==> config.mk <==
export PLATFORM = sky130hd
export DESIGN_NAME = scrambler_gen
export DESIGN_NICKNAME = d
export VERILOG_FILES = /design/src/rtl/scrambler_gen.sv
export SDC_FILE = /design/constraint.sdc
export NUM_CORES = 1
export LEC_CHECK = 0
export CORE_ASPECT_RATIO = 0.75
export CORE_MARGIN = 2
export CORE_UTILIZATION = 54
export CTS_CLUSTER_SIZE = 14
export DETAILED_ROUTE_END_ITERATION = 8
export DONT_BUFFER_PORTS = 1
export PLACE_DENSITY = 0.73
export SYNTH_ARGS = -nofsm -noshare
export SYNTH_HDL_FRONTEND = slang
export SYNTH_SLANG_ARGS = --single-unit
==> constraint.sdc <==
create_clock -name clk -period 9.3 [get_ports clk]
set_input_delay 1.86 -clock clk [delete_from_list [all_inputs] [get_ports clk]]
set_output_delay 1.86 -clock clk [all_outputs]
set_load 0.1 [all_outputs]
Figure 1. Clock wiring as the flow saved it.
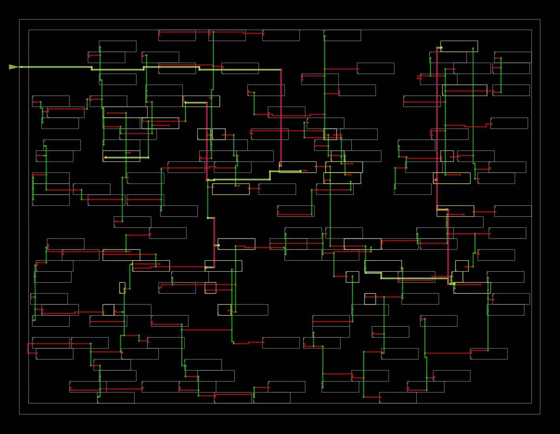
num sequential: 124
Sinks on Clock Net: 124

Figure 2. Routed metal per tile.
The bar under the picture is 50 µm long. The die is cut into 26 by 20 equal tiles; white is low, dark blue is high, scaled to the fullest tile. Values are wire area over tile area, all layers added.
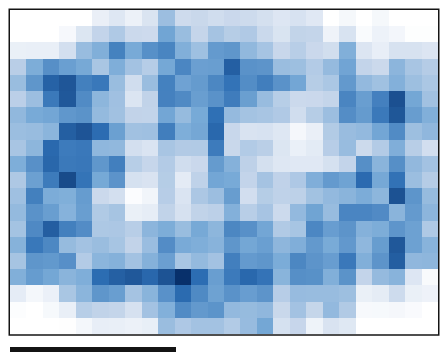
emptiest ninth of the die: top right
tiles over half the peak: 33%
nearly empty tiles: 5.4%
mean over tiles: 0.24
fullest tile: 0.61
overall fraction of global-route tracks in use: 0.296
wire length per cell: 27.4 µm
overall routed net length: 18000 µm
number of vias in the routed layout: 4239

Figure 3. A small window of the routed layout.
Window x 45 to 85, y 29 to 69 µm. Cells in gray, sequential cells in the stronger gray; small squares are vias.
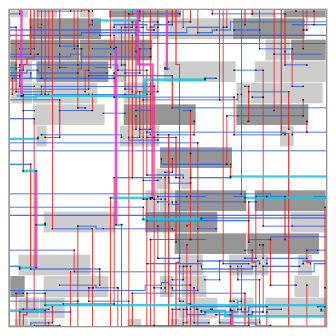
[M4] magenta
[M2] red
[M3] cyan
[M1] blue
sequential cells in the window: 13
most frequent: dfrtp_1 (13), o21ai_0 (11), clkbuf_16 (6)
cells with their middle in the window: 52

Figure 4. Clock wires, drivers and flops.
The bar under the picture is 50 µm long.
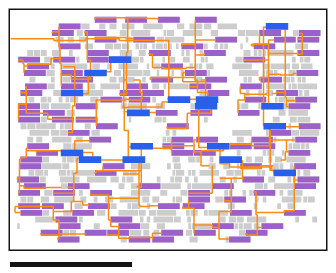
[clock wires] orange | length: 1660 µm
[clock-net drivers] blue | count: 17
[flip-flops] purple | count: 124
flops lie: spread over the die
Clock Power Share: 0.228
clock network power consumption: 665 µW

Figure 5. M3 wires.
Cells faint in the background.
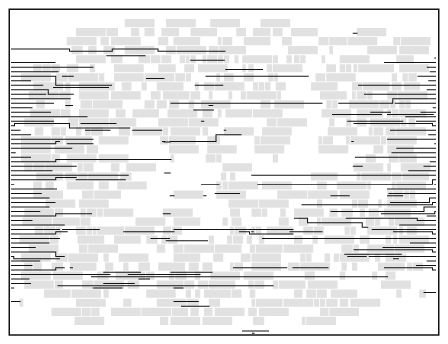
nets with wire on the layer: 136
longest straight run: 89.2 µm
share of all routed wire: 13%
wire length on this layer: 2280 µm
main direction: horizontal
global routing met3 resource utilization: 0.130

==> notes.md <==
The full implementation flow was run.

The flow ran to the end, and the final reports show no timing, DRC or antenna violations. After synthesis the netlist holds a flip-flop and latch count of 124. The maximum number of pins on one net before global-route repair stands at 91. The finished layout reports a core utilization of 0.605. The hold-critical path depth stands at 1.

The number of hold-slack violations in the final timing report stands at 0. The post-CTS hold buffer count recorded in the log is 0. Along the worst path, the maximum fanout reaches 31. The total negative slack for setup checks stands at 0 ns.

Among all flip-flop cells after synthesis, the most frequent one is sky130_fd_sc_hd__dfrtp_1. The placeable core region stands at 11500 µm². Per the OpenROAD floorplan log, the width of the die is 129 µm.

The initial antenna violation count stands at 0. In this run the vertical extent of the chip is 97.8 µm. In this run the remaining antenna-violating nets after routing total 0. The final period demand of the worst path stands at 4.81 ns. The global-route wire length before repair stands at 27300 µm.

The number of global-route vias before repair is 4388. The critical path is of the in -> out type. For the final database, setup skew stands at 0.00921 ns. The chip occupies 12600 µm².

Once iteration 0 of detailed routing completed, the report listed 314 DRC markers. The sequential cell area fraction in the yosys report stands at 0.490. The number of inserted filler cells in the final layout stands at 915. For the worst setup path, the data arrival time is 2.95 ns. In the finished design, the share of the clock period the worst path needs comes to 0.517. The I/O pin count stands at 195. According to the timing report, the data required time at the worst endpoint equals 7.44 ns. The clock H-tree reported by CTS has 4 levels. The pre-CTS setup check shows a worst slack of 4.49 ns.

The fraction of registers with async set/reset stands at 1.00. The worst-case clock buffer depth stands at 2. Counting the buffers created by CTS gives 17. STA classifies the critical path startpoint as an input pin. In the final report, the number of endpoints failing setup comes to 0. Looking at the post-CTS report, the setup buffer insertion count equals 0. The post-synth count of flops with an enable pin is 0. In the post-synthesis netlist, the biggest area contributors are sky130_fd_sc_hd__dfrtp_1, sky130_fd_sc_hd__xnor3_1, sky130_fd_sc_hd__xnor2_1.

The measured slew at the worst slew-check pin stands at 1.06 ns. The final net count stands at 609. The worst-case headroom to the max-slew limit stands at 0.292. STA classifies the critical path endpoint as a primary output. The most common logic cell in the final layout is sky130_fd_sc_hd__dfrtp_1. The repair_antennas step left the layout with diodes totalling 0. Across the whole layout, storage elements account for 3100 µm². The count of input and output buffers stands at 0. The clock-pin slew on the worst setup and hold paths stands at 0.06 ns. The synthesized area divided by synthesized cell count stands at 12.6 µm².

The mapped netlist covers 6340 µm². The routed design shows a via density per instance of 6.45. The tightest min-delay check is of the reg -> reg type. The number of design rule violations left after detail routing stands at 0. At the floorplan stage, the core utilization is reported as 0.550. For reference, the placement row count at floorplan is 34. The number of gates resized after cts stands at 0. The worst IR drop on VDD stands at 0.000251 V. The depth of the most critical reg-to-reg path stands at 6. The max-capacitance violation count stands at 0. The cell type that accounts for the most area after synthesis is sky130_fd_sc_hd__dfrtp_1. The number of nets at floorplan stands at 628. TritonCTS built the clock tree. In the Yosys stats the netlist draws on 23 distinct library cells.

In this run the clock root is driven by a sky130_fd_sc_hd__clkbuf_16. The total power stands at 2.91 mW. The chip area estimate from yosys synthesis stands at 6340 µm². The worst-case register-to-register setup slack stands at 6.32 ns. In this run the layout overhead on the synthesized area is reported as 10.1%. The HPWL after detailed placement stands at 12800 µm. The fmax stands at 208 MHz. The global route total overflow stands at 0. The ratio of cells with drive above 1 in the final layout stands at 0.0949. The power per cell area stands at 418 nW/µm². The worst setup margin stands at 4.49 ns.

The leakage power stands at 3.31 nW. The number of slew-limit violations in the final report stands at 0. The register with the most flip-flops in the layout has 64 of them. For this run, the number of Yosys warnings is 0. The first detailed-routing pass took 5 iterations. The most common logic cells in the final layout are sky130_fd_sc_hd__dfrtp_1, sky130_fd_sc_hd__o21ai_0, sky130_fd_sc_hd__xnor2_1. Counting every instance in the synthesized netlist gives 501. The multi-input combinational cells in the finished layout cover a total of 3010 µm². For this design, Yosys synthesis ends with a cell count of 501.

As reported, the later end of the worst-skew pair has a clock insertion delay of 0.41 ns.
-- layout make-up --
class	count	area share
tap	162	0.0291
clock buffer	18	0.0615
timing repair buffer	4	0.00431
multi-input combinational	325	0.431
sequential	124	0.445
inverter	10	0.00574
clock inverter	14	0.0230
-- routing by layer --
metal,GRT usage,up-vias,share of wire
met3,0.130,20,0.13
met1,0.416,2193,0.41
met4,0.0702,0,0.013
li1,-,1805,-
met2,0.429,221,0.45
met5,0,-,0
-- kinds of logic (layout without fill, tap and decap cells) --
logic type                Yosys count  in the layout  synth area share
xor gates and xnor gates           95             95             0.229
and+or+nand+nor                    64             64            0.0476
other                               1              1          0.000592
AOI/OAI and AO/OA                 159            159             0.181
muxes                               6              6            0.0142
buffers and inverters              52             46            0.0375
DFF                               124            124             0.490
-- through the flow --
step / cells / hold WS (ns) / instance area, µm²
final: 657 / 0.519 / 6970
after global routing: 657 / 0.541 / 6970
after CTS: 657 / 0.520 / 6970
after detailed placement: 625 / 0.505 / 6380
after global placement: 625 / 0.500 / 6380
after floorplan: 501 / 0.481 / 6340
-- worst max-delay path, cell delays in order --
cell                      delay [ns]
sky130_fd_sc_hd__nor2b_4        0.02
sky130_fd_sc_hd__buf_4          0.23
sky130_fd_sc_hd__nor2_2         0.84
-- where the power goes --
| group | switching [mW] | internal, mW | total (mW) |
|---|---|---|---|
| Combinational | 0.239 | 0.319 | 0.559 |
| Sequential | 1.01 | 0.681 | 1.69 |
| Clock | 0.265 | 0.400 | 0.665 |
Power figures rest on the tool's default switching activity, not on a simulated workload.
